**M1 wires**

Scale bar: 20 um. Supply wires on this layer in grey.
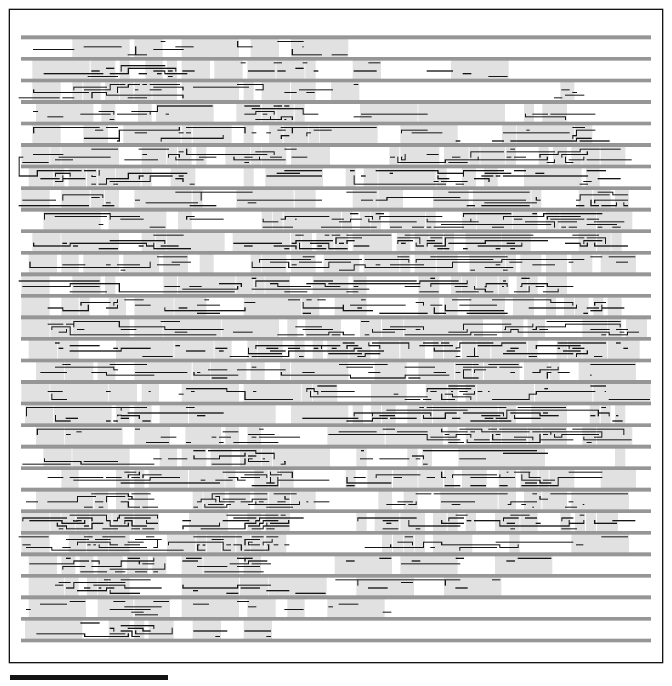
**Routed metal, one colour a layer**

Only two layers are drawn.
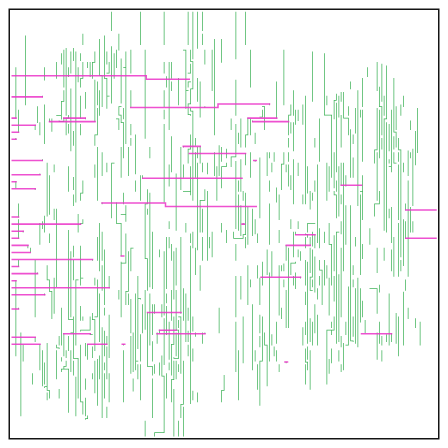
**Where the registers sit**

Scale bar: 20 um. Other sequential cells in the stronger grey, the rest of the logic in the fainter grey.
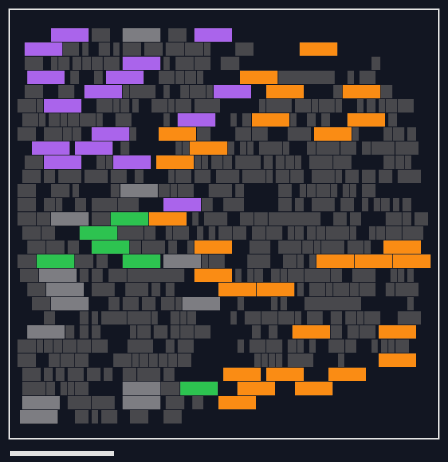
$ cat config.mk
export PLATFORM = sky130hd
export DESIGN_NAME = life_controller
export DESIGN_NICKNAME = d
export VERILOG_FILES = /design/src/rtl/life_controller.sv
export SDC_FILE = /design/constraint.sdc
export NUM_CORES = 1
export LEC_CHECK = 0
export CORE_UTILIZATION = 50
export CTS_CLUSTER_SIZE = 40
export DETAILED_ROUTE_END_ITERATION = 10
export PLACE_DENSITY = 0.76
export SYNTH_ARGS = -nofsm -noshare
export SYNTH_HDL_FRONTEND = slang
export SYNTH_SLANG_ARGS = --single-unit
$ cat constraint.sdc
create_clock -name clk -period 2.6 [get_ports clk]
set_input_delay 0.52 -clock clk [delete_from_list [all_inputs] [get_ports clk]]
set_output_delay 0.52 -clock clk [all_outputs]
set_load 0.05 [all_outputs]
$ cat src/rtl/life_controller.sv
// Game of Life board sequencer: play-mode FSM, setup cursor, and the
// toggle / gen_tick strobes that drive every cell instance.
module life_controller #(
  parameter int unsigned ROWS     = 16,
  parameter int unsigned COLS     = 16,
  parameter int unsigned TICK_DIV = 25_000_000,
  parameter int unsigned CNT_W    = 16
) (
  input  logic                    clk,
  input  logic                    reset,
  input  logic                    setup_sw,
  input  logic                    run_sw,
  input  logic                    btn_up,
  input  logic                    btn_down,
  input  logic                    btn_left,
  input  logic                    btn_right,
  input  logic                    btn_toggle,
  input  logic                    btn_step,
  input  logic [1:0]              speed,
  output logic [$clog2(ROWS)-1:0] cursor_row,
  output logic [$clog2(COLS)-1:0] cursor_col,
  output logic                    toggle,
  output logic                    setup,
  output logic                    gen_tick,
  output logic [CNT_W-1:0]        gen_count,
  output logic [1:0]              mode
);

  localparam int unsigned RW     = $clog2(ROWS);
  localparam int unsigned CW     = $clog2(COLS);
  localparam int unsigned PER_W  = $clog2(TICK_DIV * 8);
  localparam int unsigned PL_W   = PER_W + 1;
  localparam int unsigned N_KEYS = 6;
  localparam int unsigned K_UP   = 0;
  localparam int unsigned K_DOWN = 1;
  localparam int unsigned K_LEFT = 2;
  localparam int unsigned K_RGHT = 3;
  localparam int unsigned K_TOG  = 4;
  localparam int unsigned K_STEP = 5;

  typedef enum logic [1:0] {
    ST_SETUP   = 2'd0,
    ST_PAUSED  = 2'd1,
    ST_RUNNING = 2'd2
  } state_e;

  state_e              state_q, state_d;
  logic [N_KEYS-1:0]   key_prev_q;
  logic [RW-1:0]       row_q, row_d;
  logic [CW-1:0]       col_q, col_d;
  logic                toggle_q, toggle_d;
  logic                tick_q, tick_d;
  logic                setup_q, setup_d;
  logic [CNT_W-1:0]    count_q, count_d;
  logic [PER_W-1:0]    per_cnt_q, per_cnt_d;

  logic [N_KEYS-1:0]   keys_c;
  logic [N_KEYS-1:0]   rise_c;
  logic [PL_W-1:0]     per_lim_c;

  assign keys_c    = {btn_step, btn_toggle, btn_right, btn_left, btn_down, btn_up};
  assign rise_c    = keys_c & ~key_prev_q;
  // Last count value of the current period; wide enough for speed = 3.
  assign per_lim_c = ({1'b0, PER_W'(TICK_DIV)} << speed) - PL_W'(1);

  // Mode FSM next state; setup_sw overrides everything.
  always_comb begin
    state_d = state_q;
    if (setup_sw) begin
      state_d = ST_SETUP;
    end else begin
      case (state_q)
        ST_SETUP:   state_d = run_sw ? ST_RUNNING : ST_PAUSED;
        ST_PAUSED:  if (run_sw)  state_d = ST_RUNNING;
        ST_RUNNING: if (!run_sw) state_d = ST_PAUSED;
        default:    state_d = ST_SETUP;
      endcase
    end
  end

  // Cursor, strobes, period counter and generation count.
  always_comb begin
    row_d     = row_q;
    col_d     = col_q;
    toggle_d  = 1'b0;
    tick_d    = 1'b0;
    per_cnt_d = '0;
    setup_d   = (state_d == ST_SETUP);
    count_d   = count_q + CNT_W'(tick_q);

    if (state_q == ST_SETUP) begin
      if (rise_c[K_UP] && !rise_c[K_DOWN]) begin
        row_d = (row_q == '0) ? RW'(ROWS - 1) : row_q - RW'(1);
      end else if (rise_c[K_DOWN] && !rise_c[K_UP]) begin
        row_d = (row_q == RW'(ROWS - 1)) ? '0 : row_q + RW'(1);
      end
      if (rise_c[K_LEFT] && !rise_c[K_RGHT]) begin
        col_d = (col_q == '0) ? CW'(COLS - 1) : col_q - CW'(1);
      end else if (rise_c[K_RGHT] && !rise_c[K_LEFT]) begin
        col_d = (col_q == CW'(COLS - 1)) ? '0 : col_q + CW'(1);
      end
      toggle_d = rise_c[K_TOG];
    end

    // >= lets a mid-period speed reduction fire on the next cycle.
    if (state_q == ST_RUNNING) begin
      if ({1'b0, per_cnt_q} >= per_lim_c) begin
        tick_d = 1'b1;
      end else begin
        per_cnt_d = per_cnt_q + PER_W'(1);
      end
    end else if (state_q == ST_PAUSED && rise_c[K_STEP]) begin
      tick_d = 1'b1;
    end

    if (state_d == ST_SETUP) begin
      tick_d  = 1'b0;
      count_d = '0;
    end
  end

  always_ff @(posedge clk) begin
    if (reset) begin
      state_q    <= ST_SETUP;
      key_prev_q <= keys_c;
      row_q      <= '0;
      col_q      <= '0;
      toggle_q   <= 1'b0;
      tick_q     <= 1'b0;
      setup_q    <= 1'b1;
      count_q    <= '0;
      per_cnt_q  <= '0;
    end else begin
      state_q    <= state_d;
      key_prev_q <= keys_c;
      row_q      <= row_d;
      col_q      <= col_d;
      toggle_q   <= toggle_d;
      tick_q     <= tick_d;
      setup_q    <= setup_d;
      count_q    <= count_d;
      per_cnt_q  <= per_cnt_d;
    end
  end

  assign cursor_row = row_q;
  assign cursor_col = col_q;
  assign toggle     = toggle_q;
  assign setup      = setup_q;
  assign gen_tick   = tick_q;
  assign gen_count  = count_q;
  assign mode       = state_q;

endmodule

==> changes_impl.md <==
### Changed

* Power attributed to combinational cells at 0.235 mW
* Outcome: complete, no violations
* Number of remaining DRC errors at 0
* Antenna violations before repair at 0
* Cells in synth_stat.txt at 374
* Leading cell types by total area after synthesis: sky130_fd_sc_hd__dfxtp_1 39%, sky130_fd_sc_hd__ha_1 12%, sky130_fd_sc_hd__nor2_1 6.5%, sky130_fd_sc_hd__xnor2_1 5.7%, sky130_fd_sc_hd__xor2_1 5.4%
* Max rail drop VDD at 0.342 mV
* Die extent in y at approximately 82 um
* FF-to-FF End: per_cnt_q[25]$_SDFF_PP0_
* Number of clock buffers inserted by TritonCTS at 9
* Most instantiated flip-flop cell in the synthesis netlist: sky130_fd_sc_hd__dfxtp_1
* Count of distinct cell types in the synthesized netlist at 40
* Met1 layer wirelength in the final routing at roughly 3.1 mm
* FP Rows at 28
* Clock transition time at the flip-flop clock pins of the worst setup and hold paths at roughly 0.07 ns
* Global-route congestion overflow total at 0
* Slowest stage cell on the critical path: sky130_fd_sc_hd__or4_1
* Largest cell class: logic gates
* OpenROAD warning count at 30
* Top cells by count, synth: 63 x sky130_fd_sc_hd__dfxtp_1, 56 x sky130_fd_sc_hd__nor2_1, 30 x sky130_fd_sc_hd__ha_1
* Final period demand of the worst path at 2.39 ns
* Sink Count at 63
* Required time reported for the critical path endpoint at 2.87 ns
* Relative area of non-clock buffer cells in the final design at 12.2%
* Post-synthesis async set-or-reset flop share at 0%
* Post-DP Area at 3780 um^2
* Power group with the highest consumption: clock
* Vias per inst at approximately 5.4
* Period utilization at 92.1%
* Final GP Congestion at 0.874
* Average cell area after synthesis at 8.63 um^2
* Slack of the worst reg-to-reg path at around 0.24 ns
* Detailed router's first-iteration violation count at 101
* Commonest cells after routing, fill and taps aside: 63 x sky130_fd_sc_hd__dfxtp_1, 56 x sky130_fd_sc_hd__nor2_1, 38 x sky130_fd_sc_hd__clkdlybuf4s50_1, 30 x sky130_fd_sc_hd__ha_1
* Capture point of the worst path: per_cnt_q[25]$_SDFF_PP0_
* Critical hold path startpoint: per_cnt_q[0]$_SDFF_PP0_
* Count of multi-input gates at between 200 and 300
* Placed Cells incl. Taps at 495
* Worst-skew pair later-pin latency at 0.34 ns
* Setup TNS Final at 0 ns
* I/O Pins at 41
* Antenna-violating nets left at 0
* First-pass DRT Iterations at 4
Notes on 'M1 wires' above:
share of all routed wire	46%
longest straight run	18.4 um
main direction	horizontal
wire length on this layer	3100 um
nets with wire on the layer	436
via total after detailed routing: 2769
met1 usage: 25.6%
Total Wirelength: 6.73 mm

Notes on 'routed metal, one colour a layer' above:
colour	layer	wire length
magenta	M3	327 um
green	M2	3180 um
per-cell routed wire length: 13.2 um
Global Route Usage Sum: 21.5%

Notes on 'where the registers sit' above:
colour	name in the netlist	flops
green	key_prev_q	6
orange	per_cnt_q	28
purple	gen_count	16
not coloured	13
register fraction of the total cell area: 31.2%
Sequential Power: 1.00 mW

Power and IR drop assume default switching activity.
